`config.mk`:
```
export PLATFORM = sky130hd
export DESIGN_NAME = triangle_raster_scan
export DESIGN_NICKNAME = d
export VERILOG_FILES = /design/src/rtl/tri_pkg.sv /design/src/rtl/tri_bbox.sv /design/src/rtl/triangle_raster_scan.sv
export SDC_FILE = /design/constraint.sdc
export NUM_CORES = 1
export LEC_CHECK = 0
export CORE_MARGIN = 2
export CORE_UTILIZATION = 35
export DETAILED_ROUTE_END_ITERATION = 16
export HOLD_SLACK_MARGIN = 0.03
export MAX_ROUTING_LAYER = met4
export PLACE_DENSITY = 0.66
export SYNTH_ARGS = -nofsm -noshare
export SYNTH_HDL_FRONTEND = slang
export SYNTH_SLANG_ARGS = --single-unit
```
`constraint.sdc`:
```
create_clock -name CLOCK_50 -period 7.6 [get_ports CLOCK_50]
set_input_delay 1.52 -clock CLOCK_50 [delete_from_list [all_inputs] [get_ports CLOCK_50]]
set_output_delay 1.52 -clock CLOCK_50 [all_outputs]
set_load 0.01 [all_outputs]
```
`src/rtl/tri_pkg.sv`:
```
// Shared constants, FSM encoding and min/max helpers for the triangle raster scan.
package tri_pkg;

  localparam int COORD_W = 11;
  localparam int H_RES   = 640;
  localparam int V_RES   = 480;

  typedef logic [COORD_W-1:0] coord_t;

  typedef enum logic [2:0] {
    ST_IDLE  = 3'd0,
    ST_LATCH = 3'd1,
    ST_BBOX  = 3'd2,
    ST_SCAN  = 3'd3,
    ST_DRAIN = 3'd4
  } state_t;

  // One slot of the checker-alignment pipe: a point and whether it was really issued.
  typedef struct packed {
    logic   issue;
    coord_t x;
    coord_t y;
  } pipe_ent_t;

  function automatic coord_t min3(input coord_t a, input coord_t b, input coord_t c);
    coord_t m;
    m = (a < b) ? a : b;
    return (c < m) ? c : m;
  endfunction

  function automatic coord_t max3(input coord_t a, input coord_t b, input coord_t c);
    coord_t m;
    m = (a > b) ? a : b;
    return (c > m) ? c : m;
  endfunction

endpackage

```
`src/rtl/tri_bbox.sv`:
```
// Combinational bounding box of three vertices, clamped to the visible screen.
module tri_bbox
  import tri_pkg::*;
(
  input  logic [COORD_W-1:0] ax,
  input  logic [COORD_W-1:0] ay,
  input  logic [COORD_W-1:0] bx,
  input  logic [COORD_W-1:0] by,
  input  logic [COORD_W-1:0] cx,
  input  logic [COORD_W-1:0] cy,
  output logic [COORD_W-1:0] xmin,
  output logic [COORD_W-1:0] xmax,
  output logic [COORD_W-1:0] ymin,
  output logic [COORD_W-1:0] ymax,
  output logic               empty
);

  localparam coord_t X_LAST = coord_t'(H_RES - 1);
  localparam coord_t Y_LAST = coord_t'(V_RES - 1);

  coord_t xmax_raw;
  coord_t ymax_raw;

  always_comb begin
    xmin     = min3(ax, bx, cx);
    ymin     = min3(ay, by, cy);
    xmax_raw = max3(ax, bx, cx);
    ymax_raw = max3(ay, by, cy);
    xmax     = (xmax_raw > X_LAST) ? X_LAST : xmax_raw;
    ymax     = (ymax_raw > Y_LAST) ? Y_LAST : ymax_raw;
    // A box lying wholly past the right or bottom edge inverts after clamping.
    empty    = (xmin > xmax) || (ymin > ymax);
  end

endmodule

```
`src/rtl/triangle_raster_scan.sv`:
```
// Sweeps the clamped bounding box of a triangle one point per clock and realigns
// each point with the checker's delayed result to produce framebuffer writes.
module triangle_raster_scan
  import tri_pkg::*;
#(
  parameter int CHECK_LAT = 2,
  parameter bit EMIT_ALL  = 1'b1
) (
  input  logic               CLOCK_50,
  input  logic               reset_n,
  input  logic               start,
  input  logic [COORD_W-1:0] ax,
  input  logic [COORD_W-1:0] ay,
  input  logic [COORD_W-1:0] bx,
  input  logic [COORD_W-1:0] by,
  input  logic [COORD_W-1:0] cx,
  input  logic [COORD_W-1:0] cy,
  output logic [COORD_W-1:0] px,
  output logic [COORD_W-1:0] py,
  input  logic               check,
  output logic               pix_valid,
  output logic [COORD_W-1:0] pix_x,
  output logic [COORD_W-1:0] pix_y,
  output logic               pix_inside,
  output logic               busy,
  output logic               done,
  output logic [2:0]         dbg_state
);

  // Handshake: start is a level request honoured only in IDLE; done is a single-cycle
  // pulse while busy is still high; pix_valid is a one-cycle strobe with no back-pressure.

  state_t state;
  state_t state_nx;

  coord_t ax_q, ay_q, bx_q, by_q, cx_q, cy_q;
  coord_t bb_xmin, bb_xmax, bb_ymin, bb_ymax;
  logic   bb_empty;
  coord_t xmin_q, xmax_q, ymin_q, ymax_q;
  logic   empty_q;

  pipe_ent_t pipe_q [CHECK_LAT];
  pipe_ent_t tail;
  logic      issue;
  logic      pipe_empty;
  logic      last_point;

  tri_bbox u_bbox (
    .ax    (ax_q),
    .ay    (ay_q),
    .bx    (bx_q),
    .by    (by_q),
    .cx    (cx_q),
    .cy    (cy_q),
    .xmin  (bb_xmin),
    .xmax  (bb_xmax),
    .ymin  (bb_ymin),
    .ymax  (bb_ymax),
    .empty (bb_empty)
  );

  assign last_point = (px == xmax_q) && (py == ymax_q);

  always_ff @(posedge CLOCK_50 or negedge reset_n) begin
    if (!reset_n) begin
      state <= ST_IDLE;
    end else begin
      state <= state_nx;
    end
  end

  always_comb begin
    state_nx = state;
    case (state)
      ST_IDLE:  if (start) state_nx = ST_LATCH;
      ST_LATCH: state_nx = ST_BBOX;
      ST_BBOX:  state_nx = empty_q ? ST_DRAIN : ST_SCAN;
      ST_SCAN:  if (last_point) state_nx = ST_DRAIN;
      ST_DRAIN: if (pipe_empty) state_nx = ST_IDLE;
      default:  state_nx = ST_IDLE;
    endcase
  end

  always_comb begin
    issue     = (state == ST_SCAN);
    busy      = (state != ST_IDLE);
    done      = (state == ST_DRAIN) && pipe_empty;
    dbg_state = state;
  end

  // Vertex capture, box registration and the raster walk (x fastest).
  always_ff @(posedge CLOCK_50 or negedge reset_n) begin
    if (!reset_n) begin
      ax_q    <= '0;
      ay_q    <= '0;
      bx_q    <= '0;
      by_q    <= '0;
      cx_q    <= '0;
      cy_q    <= '0;
      xmin_q  <= '0;
      xmax_q  <= '0;
      ymin_q  <= '0;
      ymax_q  <= '0;
      empty_q <= 1'b0;
      px      <= '0;
      py      <= '0;
    end else begin
      case (state)
        ST_IDLE: begin
          if (start) begin
            ax_q <= ax;
            ay_q <= ay;
            bx_q <= bx;
            by_q <= by;
            cx_q <= cx;
            cy_q <= cy;
          end
        end
        ST_LATCH: begin
          xmin_q  <= bb_xmin;
          xmax_q  <= bb_xmax;
          ymin_q  <= bb_ymin;
          ymax_q  <= bb_ymax;
          empty_q <= bb_empty;
        end
        ST_BBOX: begin
          if (!empty_q) begin
            px <= xmin_q;
            py <= ymin_q;
          end
        end
        ST_SCAN: begin
          // At the final point px/py are left alone so they hold after the scan.
          if (px != xmax_q) begin
            px <= px + coord_t'(1);
          end else if (py != ymax_q) begin
            px <= xmin_q;
            py <= py + coord_t'(1);
          end
        end
        default: ;
      endcase
    end
  end

  always_ff @(posedge CLOCK_50 or negedge reset_n) begin
    if (!reset_n) begin
      for (int i = 0; i < CHECK_LAT; i++) begin
        pipe_q[i] <= '0;
      end
    end else begin
      pipe_q[0] <= {issue, px, py};
      for (int i = 1; i < CHECK_LAT; i++) begin
        pipe_q[i] <= pipe_q[i-1];
      end
    end
  end

  always_comb begin
    pipe_empty = 1'b1;
    for (int i = 0; i < CHECK_LAT; i++) begin
      if (pipe_q[i].issue) pipe_empty = 1'b0;
    end
  end

  // The tail of the pipe lines up with the checker's answer for the same point.
  assign tail       = pipe_q[CHECK_LAT-1];
  assign pix_valid  = tail.issue & (EMIT_ALL | check);
  assign pix_inside = tail.issue & check;
  assign pix_x      = tail.x;
  assign pix_y      = tail.y;

endmodule
```
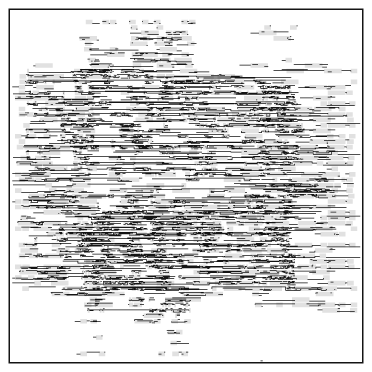
**Above:** run 1 (metal 1).
Scale: 2 px per um.
wire length on this layer: 13300 um
longest straight run: 41.4 um
main direction: horizontal
drt total wl: 25770 um
GR Util met1: 0.2637
Vias: 8068

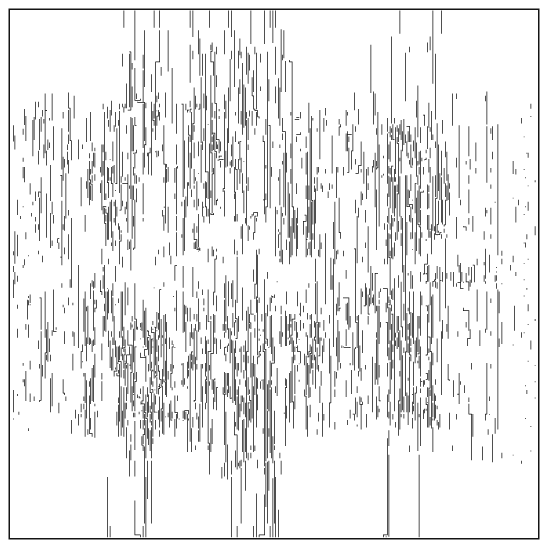
**Above:** run 1 (M2 wires).
Scale: 3 px per um.
main direction: vertical
nets with wire on the layer: 1070
wire length on this layer: 11000 um
longest straight run: 55.1 um

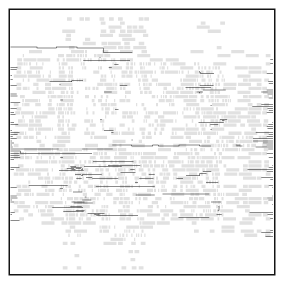
**Above:** run 1 (the metal 3 layer).
Scale: 1.5 px per um.
main direction: horizontal
wire length on this layer: 1250 um

==> results.toml, run 1 <==
# physical design summary
[timing]
fin_skew_ns = 0.01249
rsz0062_at_grt = "false"
slew_violations = 0
setup_tns_ns = 0
fin_crit_ns = 6.187
hold_viol_final = 0
setup_viol = 0
fmax_mhz = 161.6
setup_ws_ns = 1.413
fin_crit_sh = 0.8141
worst_pin_slew_ns = 1.072

[cells_and_area]
combGateArea_mm2 = 0.005284
area_delta_synth_final_pct = 19.24
nFillCells = 2777
layout.nets = 1318
mostFrequentLayoutCell = "dfrtp_1"
seq_area_mm2 = 0.004554
drive_gt1_frac = 0.08610
lay_top_cells = "dfrtp_1, clkdlybuf4s50_1, nand2_1"
utilization = 0.4267

[detailed_routing]
drt_pass1_iterations = 5
drtAntennaViolNets = 0
drc = 0
wl_met2_um = 10960
wire_per_inst_um = 16.54
viasPerCell = 5.178
dr_wl_met3_um = 1250

[critical_path]
crit_chain = "inv_1 -> ha_1 -> nand4_1 -> nor2_1 -> a21boi_0 -> o21ai_0 -> and2_1 -> ha_1 -> nand2_1 -> nor4_1 -> and4_1 -> a21o_1 -> nor2_1 -> a31oi_2 -> nor3_1 -> ha_1 -> nor2b_1 -> o21a_1 -> o21a_1 -> o21ai_0 -> a21oi_1 -> o211ai_1 -> a21oi_1 -> a211o_1"
worstReg2RegStart = "bx_q[9]$_DFFE_PN0P_"
endpoint_kind = "flop"
cp-start-kind = "flop"
crit_slowest_cell = "a21boi_0"
cp.arrival_ns = 6.51
timing.critical_path.buf_inv = 1
crit_type = "reg2reg"
worst-path-max-fanout = 13
slowest_delay_ns = 0.86
r2r.worst_path.cells = 24
critPathTopFamily = "AND-OR/OR-AND gates"
timing.rr.end = "empty_q$_DFFE_PN0P_"
cpMostUsedCell = "ha_1"
crit_required_ns = 7.92

[yosys]
fa_ha_area_frac = 0.1063
yosysWarnings = 0
ys_seq_share = 0.4398
synth.most_common_cell = "dfrtp_1"
ys.flops = 182
ys_sh_simple = 0.1463
yosysTopAreaCell = "dfrtp_1"
edf_count = 0
yosys.stat.chipArea_mm2 = 0.01035
yosys-top-cells-count = "dfrtp_1, nand2_1, nor2_1"
ff_type = "dfrtp_1"
ys_sh_aoi = 0.1617
mux_area_frac = 0.07552
xor_share = 0.01861
synth_cell_types = 62
syn_inst = 1081
ys_cells = 1081
area_leaders = "dfrtp_1, ha_1, mux2_2"
synthArstFlopShare = 1.000
top_area_frac = 0.4398
top_logic_kind = "AND-OR/OR-AND gates"

[die]
fp.dieH_um = 176.0
fp-utilization = 0.3579
die_w_um = 176.0
chipArea_mm2 = 0.03098
core_mm2 = 0.02894
rows = 62

[cts]
cts_buffer_depth = 2
cts_tree = "yes"
cts_buffers = 17
cts_setup_buffers = 0
holdBufCountCts = 0
cts_sinks = 182
clkTransAtPathRegs_ns = 0.08

[global_route]
grt_pass1_vias = 7921
grt_remaining_overflow = 0
antenna_found_initial = 1
grt_usage = 0.1767
use_met3 = 0.02713
grt_pass1_wl_um = 42350
top_usage_layer = "met1"
grt_use_met2 = 0.2505

[placement]
io_buffers = 120
gp_congestion = 0.8822
hpwl_um = 19490
dp_cells = 1525

[hold_path]
min_path_cells = 0
worstHoldEndpoint = "pix_y[6]$_DFF_PN0_"
hold_class = "reg2reg"
hold_start = "pipe_q[29]$_DFF_PN0_"

[outcome]
outcome = "finished clean"

[run]
cap_violations = 0
==> run 1: worst max path at each step <==
stage	endpoint	slack [ns]	cells after the start
3_5_place_dp	empty_q$_DFFE_PN0P_	1.59	23
5_1_grt	empty_q$_DFFE_PN0P_	0.79	24
2_1_floorplan	empty_q$_DFFE_PN0P_	2.42	26
3_3_place_gp	empty_q$_DFFE_PN0P_	1.56	23
4_1_cts	empty_q$_DFFE_PN0P_	1.50	23
6_report	empty_q$_DFFE_PN0P_	1.41	24
==> run 1: through the flow <==
stage	hold slack (ns)	cell area, um^2
4_1_cts	0.3479	12340
5_1_grt	0.3536	12350
2_1_floorplan	0.3312	10360
3_5_place_dp	0.3347	11740
6_report	0.3458	12350
3_3_place_gp	0.3315	11740
==> run 1: registers in the layout, indices dropped and copies added, names as in the netlist <==
signal,flops
pipe_q,23
ax_q,11
ay_q,11
bx_q,11
by_q,11
cx_q,11
cy_q,11
pix_x,11
pix_y,11
px,11
py,11
xmax_q,11
xmin_q,11
ymax_q,11
ymin_q,11
dbg_state,3
empty_q,1
pix_valid,1
==> run 1: layout make-up <==
class                           count  area share
Timing Repair Buffer              126      0.1010
Clock inverter                     15     0.01459
Multi-Input combinational cell    787      0.4280
Antenna cell                        1   0.0002027
Sequential cell                   182      0.3689
Clock buffer                       17     0.03445
Tap cell                          384     0.03891
Inverter                           46     0.01398
**Run 1: track usage over the die**

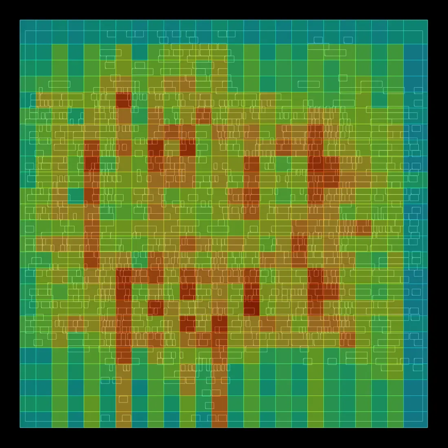

==> run 1 -> run 2 <==
--- a/config.mk
+++ b/config.mk
@@ -10,7 +10,7 @@
 export DETAILED_ROUTE_END_ITERATION = 16
 export HOLD_SLACK_MARGIN = 0.03
 export MAX_ROUTING_LAYER = met4
-export PLACE_DENSITY = 0.66
+export PLACE_DENSITY = 0.68
 export SYNTH_ARGS = -nofsm -noshare
 export SYNTH_HDL_FRONTEND = slang
 export SYNTH_SLANG_ARGS = --single-unit
==> constraint.sdc (replaced) <==
create_clock -name CLOCK_50 -period 5.1 [get_ports CLOCK_50]
set_input_delay 1.02 -clock CLOCK_50 [delete_from_list [all_inputs] [get_ports CLOCK_50]]
set_output_delay 1.02 -clock CLOCK_50 [all_outputs]
set_load 0.01 [all_outputs]
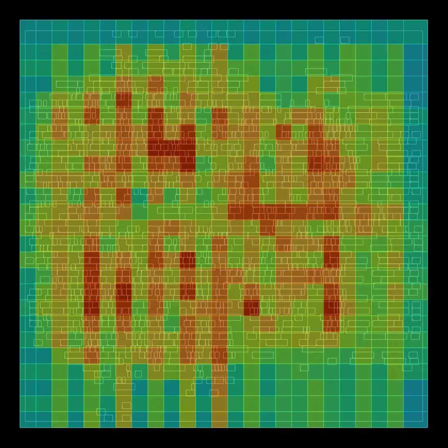
**Above:** run 2 (track usage over the die).
GR Util met1: 0.2604
post-layout util: 0.4820
met3 usage: 0.03531
gr usage total: 0.1830
GR peak layer: met2

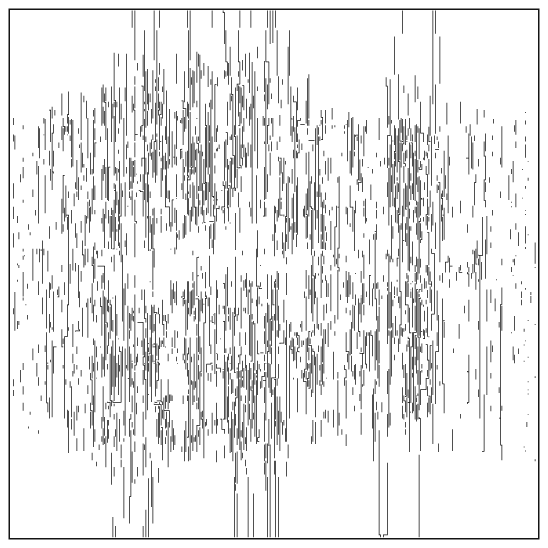
**Above:** run 2 (M2 wires).
Scale: 3 px per um.
share of all routed wire: 44%
main direction: vertical
longest straight run: 54.2 um
drt total wl: 27330 um
Vias: 8690

==> results.toml, run 2 <==
# physical design summary
[outcome]
outcome = "finished clean"

[critical_path]
worst-path-max-fanout = 5
crit_required_ns = 5.45
critPathTopFamily = "AND-OR/OR-AND gates"
cp-start-kind = "flop"
cp.depth = 25
crit_start = "by_q[8]$_DFFE_PN0P_"
slowest_delay_ns = 0.43
r2r.worst_path.cells = 25
crit_type = "reg2reg"
worst-r2r-setup-slack_ns = 0.06
timing.rr.end = "empty_q$_DFFE_PN0P_"
timing.critical_path.buf_inv = 2
critPathCapture = "empty_q$_DFFE_PN0P_"
endpoint_kind = "flop"
worstReg2RegStart = "by_q[8]$_DFFE_PN0P_"
crit_slowest_cell = "a2111o_1"
cp.arrival_ns = 5.39

[run]
cap_violations = 0

[yosys]
area_leaders = "dfrtp_1, ha_1, mux2_2"
mux_area_frac = 0.07552
ys_sh_simple = 0.1463
synth.most_common_cell = "dfrtp_1"
synthArstFlopShare = 1.000
syn-cell-area_mm2 = 0.01035
synth.avg_cell_area_um2 = 9.579
ff_type = "dfrtp_1"
ys_cells = 1081
synth_cell_types = 62
edf_count = 0
yosysWarnings = 0
yosys-top-cells-count = "dfrtp_1, nand2_1, nor2_1"
ys_sh_aoi = 0.1617
fa_ha_area_frac = 0.1063
xor_share = 0.01861
top_area_frac = 0.4398
ys_seq_share = 0.4398
ys.flops = 182
top_logic_kind = "AND-OR/OR-AND gates"
yosysTopAreaCell = "dfrtp_1"
syn_inst = 1081
yosys.stat.chipArea_mm2 = 0.01035

[cts]
cts_buffer_depth = 2
cts_sinks = 182
cts_tree = "yes"
holdBufCountCts = 0
cts_setup_buffers = 1
clkTransAtPathRegs_ns = 0.08
cts_buffers = 17
ctsResizeCount = 32

[placement]
dp_slack_ns = -0.2359
dp_cells = 1643
dpl_cell_area_mm2 = 0.01264
hpwl_um = 20430
gp_congestion = 0.9061
io_buffers = 120

[detailed_routing]
drt_pass1_iterations = 5
viasPerCell = 5.133
wire_per_inst_um = 16.15
drtIter0Drc = 526
drtAntennaViolNets = 0
drc = 0

[die]
rows = 62
fp-utilization = 0.3579
chipArea_mm2 = 0.03098
core_mm2 = 0.02894
fp.dieH_um = 176.0
die_w_um = 176.0

[timing]
hold_viol_final = 0
fin_crit_ns = 5.039
setup_viol = 0
slew_violations = 0
setup_ws_ns = 0.06149
rsz0062_at_grt = "true"
setup_tns_ns = 0
hold_ws_ns = 0.3507
fmax_mhz = 198.5
fin_skew_ns = 0.03159
fin_crit_sh = 0.9879
worst_pin_slew_ns = 1.079

[cells_and_area]
diodes = 0
nFillCells = 2660
finalInstanceArea_mm2 = 0.01395
mostFrequentLayoutCell = "dfrtp_1"
largest-register = "pipe_q"
layout.nets = 1454
lay_top_cells = "dfrtp_1, buf_4, clkdlybuf4s50_1"
largest_reg_flops = 23
area_delta_synth_final_pct = 34.68
drive_gt1_frac = 0.2498

[global_route]
grt_pass1_vias = 8323
antenna_found_initial = 0
grt_pass1_wl_um = 43540
grt_remaining_overflow = 0

[hold_path]
hold_class = "reg2reg"
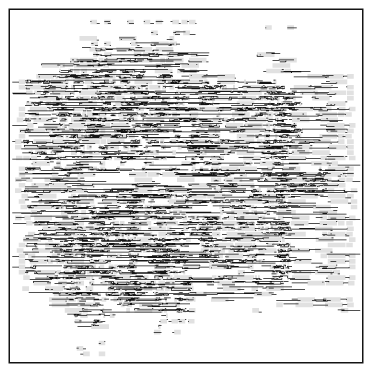
**Above:** run 2 (metal 1).
Scale: 2 px per um.
nets with wire on the layer: 1319
longest straight run: 47.4 um
wire length on this layer: 13500 um
share of all routed wire: 49%

-- run 2: cell counts after synthesis --
Identical to the previous run, type by type.
-- run 2: cell type report --
class / count / area, um^2 / area share
Clock inverter: 14 / 175.2 / 0.01256
Sequential cell: 182 / 4554 / 0.3266
Clock buffer: 18 / 439.2 / 0.03149
Multi-Input combinational cell: 787 / 5833 / 0.4183
Timing Repair Buffer: 262 / 2291 / 0.1643
Inverter: 46 / 172.7 / 0.01238
Tap cell: 384 / 480.5 / 0.03445
-- run 2: worst min path at each step --
stage	slack (ns)	from	endpoint	cells past startpoint
3_3_place_gp	0.33	pipe_q[27]$_DFF_PN0_	pix_y[4]$_DFF_PN0_	0
5_1_grt	0.36	pipe_q[36]$_DFF_PN0_	pix_x[2]$_DFF_PN0_	0
6_report	0.35	pipe_q[29]$_DFF_PN0_	pix_y[6]$_DFF_PN0_	0
4_1_cts	0.35	pipe_q[33]$_DFF_PN0_	pix_y[10]$_DFF_PN0_	0
3_5_place_dp	0.33	pipe_q[38]$_DFF_PN0_	pix_x[4]$_DFF_PN0_	0
2_1_floorplan	0.33	pipe_q[34]$_DFF_PN0_	pix_x[0]$_DFF_PN0_	0
-- run 2: metal layers --
metal | global-route usage | part of all wire | vias to the layer above
met2 | 0.2666 | 0.44 | 237
met1 | 0.2604 | 0.49 | 4161
li1 | - | - | 4259
met3 | 0.03531 | 0.050 | 33
met5 | - | 0 | -
met4 | 0.04959 | 0.013 | 0
**Run 2: M4 wires**

Scale: 1.5 px per um.
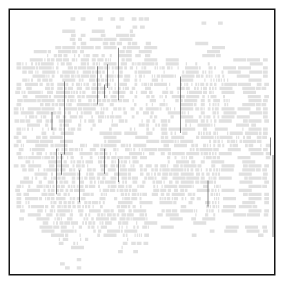

==> run 2 -> run 3 <==
--- a/config.mk
+++ b/config.mk
@@ -6,11 +6,12 @@
 export NUM_CORES = 1
 export LEC_CHECK = 0
 export CORE_MARGIN = 2
-export CORE_UTILIZATION = 35
+export CORE_UTILIZATION = 51
 export DETAILED_ROUTE_END_ITERATION = 16
 export HOLD_SLACK_MARGIN = 0.03
 export MAX_ROUTING_LAYER = met4
-export PLACE_DENSITY = 0.68
+export PLACE_DENSITY = 0.89
+export SLEW_MARGIN = 0
 export SYNTH_ARGS = -nofsm -noshare
 export SYNTH_HDL_FRONTEND = slang
 export SYNTH_SLANG_ARGS = --single-unit
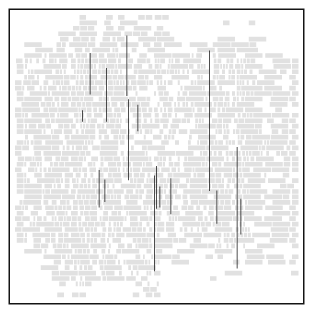
**Above:** run 3 (M4 wires).
Scale: 2 px per um.
longest straight run: 70.0 um
wire length on this layer: 426 um
nets with wire on the layer: 12
share of all routed wire: 1.6%
main direction: vertical

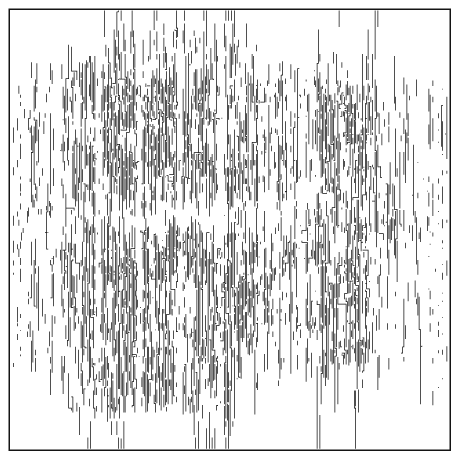
**Above:** run 3 (M2 wires).
Scale: 3 px per um.
main direction: vertical
share of all routed wire: 47%
Vias: 8833
drt total wl: 26120 um

==> results.toml, run 3 <==
# physical design summary
[outcome]
outcome = "finished with violations"
violations = "negative setup slack"

[yosys]
yosysWarnings = 0
syn_inst = 1081
yosys-top-cells-count = "dfrtp_1, nand2_1, nor2_1"
area_leaders = "dfrtp_1, ha_1, mux2_2"
ys_cells = 1081
synthArstFlopShare = 1.000
ys_seq_share = 0.4398
syn-cell-area_mm2 = 0.01035
ys.flops = 182
top_area_frac = 0.4398
synth.avg_cell_area_um2 = 9.579
edf_count = 0

[placement]
dp_cells = 1505
gp_congestion = 0.9123
io_buffers = 120
dpl_cell_area_mm2 = 0.01232

[cells_and_area]
nFillCells = 1505
sh_seq_area = 0.3366
bufAreaShareNonClock = 0.1562
largest_cell_class = "combinational gates"
drive_gt1_frac = 0.2214
utilization = 0.6731
lay_top_cells = "dfrtp_1, clkdlybuf4s50_1, buf_4"
layout.nets = 1432
inv_count = 46
buffers_excl_clock = 240
diodes = 0
combGateArea_mm2 = 0.005723
mostFrequentLayoutCell = "dfrtp_1"
clock_area_frac = 0.04660
largest_reg_flops = 23
nClkBuffers = 17
finalInstanceArea_mm2 = 0.01353
seq_area_mm2 = 0.004554
comb_area_frac = 0.4229
seq_cells = 182
largest-register = "pipe_q"
comb_cells = 787

[die]
fp-utilization = 0.5151
chipArea_mm2 = 0.02146
fp.dieH_um = 146.5
nWellTaps = 270

[timing]
setup_viol = 1
rsz0062_at_grt = "true"
hold_viol_final = 0
worst_pin_slew_ns = 1.045
fin_crit_sh = 1.031
fin_skew_ns = 0.01068
slew_violations = 0
setup_tns_ns = -0.1573
fmax_mhz = 190.2
fin_crit_ns = 5.257
hold_ws_ns = 0.3493
setup_ws_ns = -0.1573

[detailed_routing]
drc = 0
drtAntennaViolNets = 0
wl_met2_um = 12380
drt_pass1_iterations = 5
wire_per_inst_um = 16.78
met1_length_um = 11880
drtIter0Drc = 653
dr_wl_met3_um = 1441

[cts]
cts_tree = "yes"
clkTransAtPathRegs_ns = 0.08
cts_buffers = 17
cts_sinks = 182
holdBufCountCts = 0

[critical_path]
cp-start-kind = "flop"
cp.arrival_ns = 5.59
crit_slowest_cell = "dfrtp_1"
timing.critical_path.buf_inv = 1
slowest_delay_ns = 0.41

[hold_path]
hold_class = "reg2reg"

[global_route]
grt_remaining_overflow = 0
grt_pass1_wl_um = 42640
grt_pass1_vias = 8585
grt_usage = 0.2519
top_usage_layer = "met2"
use_met3 = 0.03344
use_met1 = 0.3512

[run]
cap_violations = 0
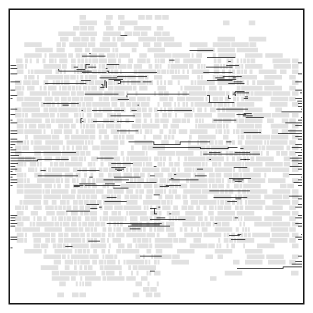
**Above:** run 3 (the metal 3 layer).
Scale: 2 px per um.
share of all routed wire: 5.5%
main direction: horizontal
longest straight run: 32.4 um

## run 3: cell types whose count changed in the layout (fill, tap and decap cells not counted), moves of 3 or more
cell,delta
buf_4,-22
a21oi_1,+9
o21ai_0,+7
a21oi_4,-6
nor2_1,+5
o21ai_1,-5
nand2_1,+4
nand2_2,-4
a21oi_2,-3
clkinv_8,-3
nor2_2,-3
## run 3: kinds of logic after synthesis
family | share of synthesized area
other | 0.0003621
buffers and inverters | 0.05135
AOI/OAI and AO/OA | 0.1617
adders and majority gates | 0.1063
DFF | 0.4398
xor gates and xnor gates | 0.01861
muxes | 0.07552
and+or+nand+nor | 0.1463
## run 3: repair_timing
action	4_1_cts	5_1_grt
endpoints found under the setup margin	1	1
setup buffers	3	15
pin swaps	10	32
gates cloned	2	0
gates resized	43	45
## run 3: worst paths after layout
check,start,slack [ns],cells after the start,end
max in group asynchronous,reset_n,3.35,2,cy_q[8]$_DFFE_PN0P_
worst max-delay path,ax_q[1]$_DFFE_PN0P_,-0.16,24,empty_q$_DFFE_PN0P_
worst min-delay path,pipe_q[30]$_DFF_PN0_,0.35,0,pix_y[7]$_DFF_PN0_
worst max register to register,ax_q[1]$_DFFE_PN0P_,-0.16,24,empty_q$_DFFE_PN0P_
worst min register to register,pipe_q[30]$_DFF_PN0_,0.35,0,pix_y[7]$_DFF_PN0_
min in group asynchronous,reset_n,0.71,1,pipe_q[38]$_DFF_PN0_
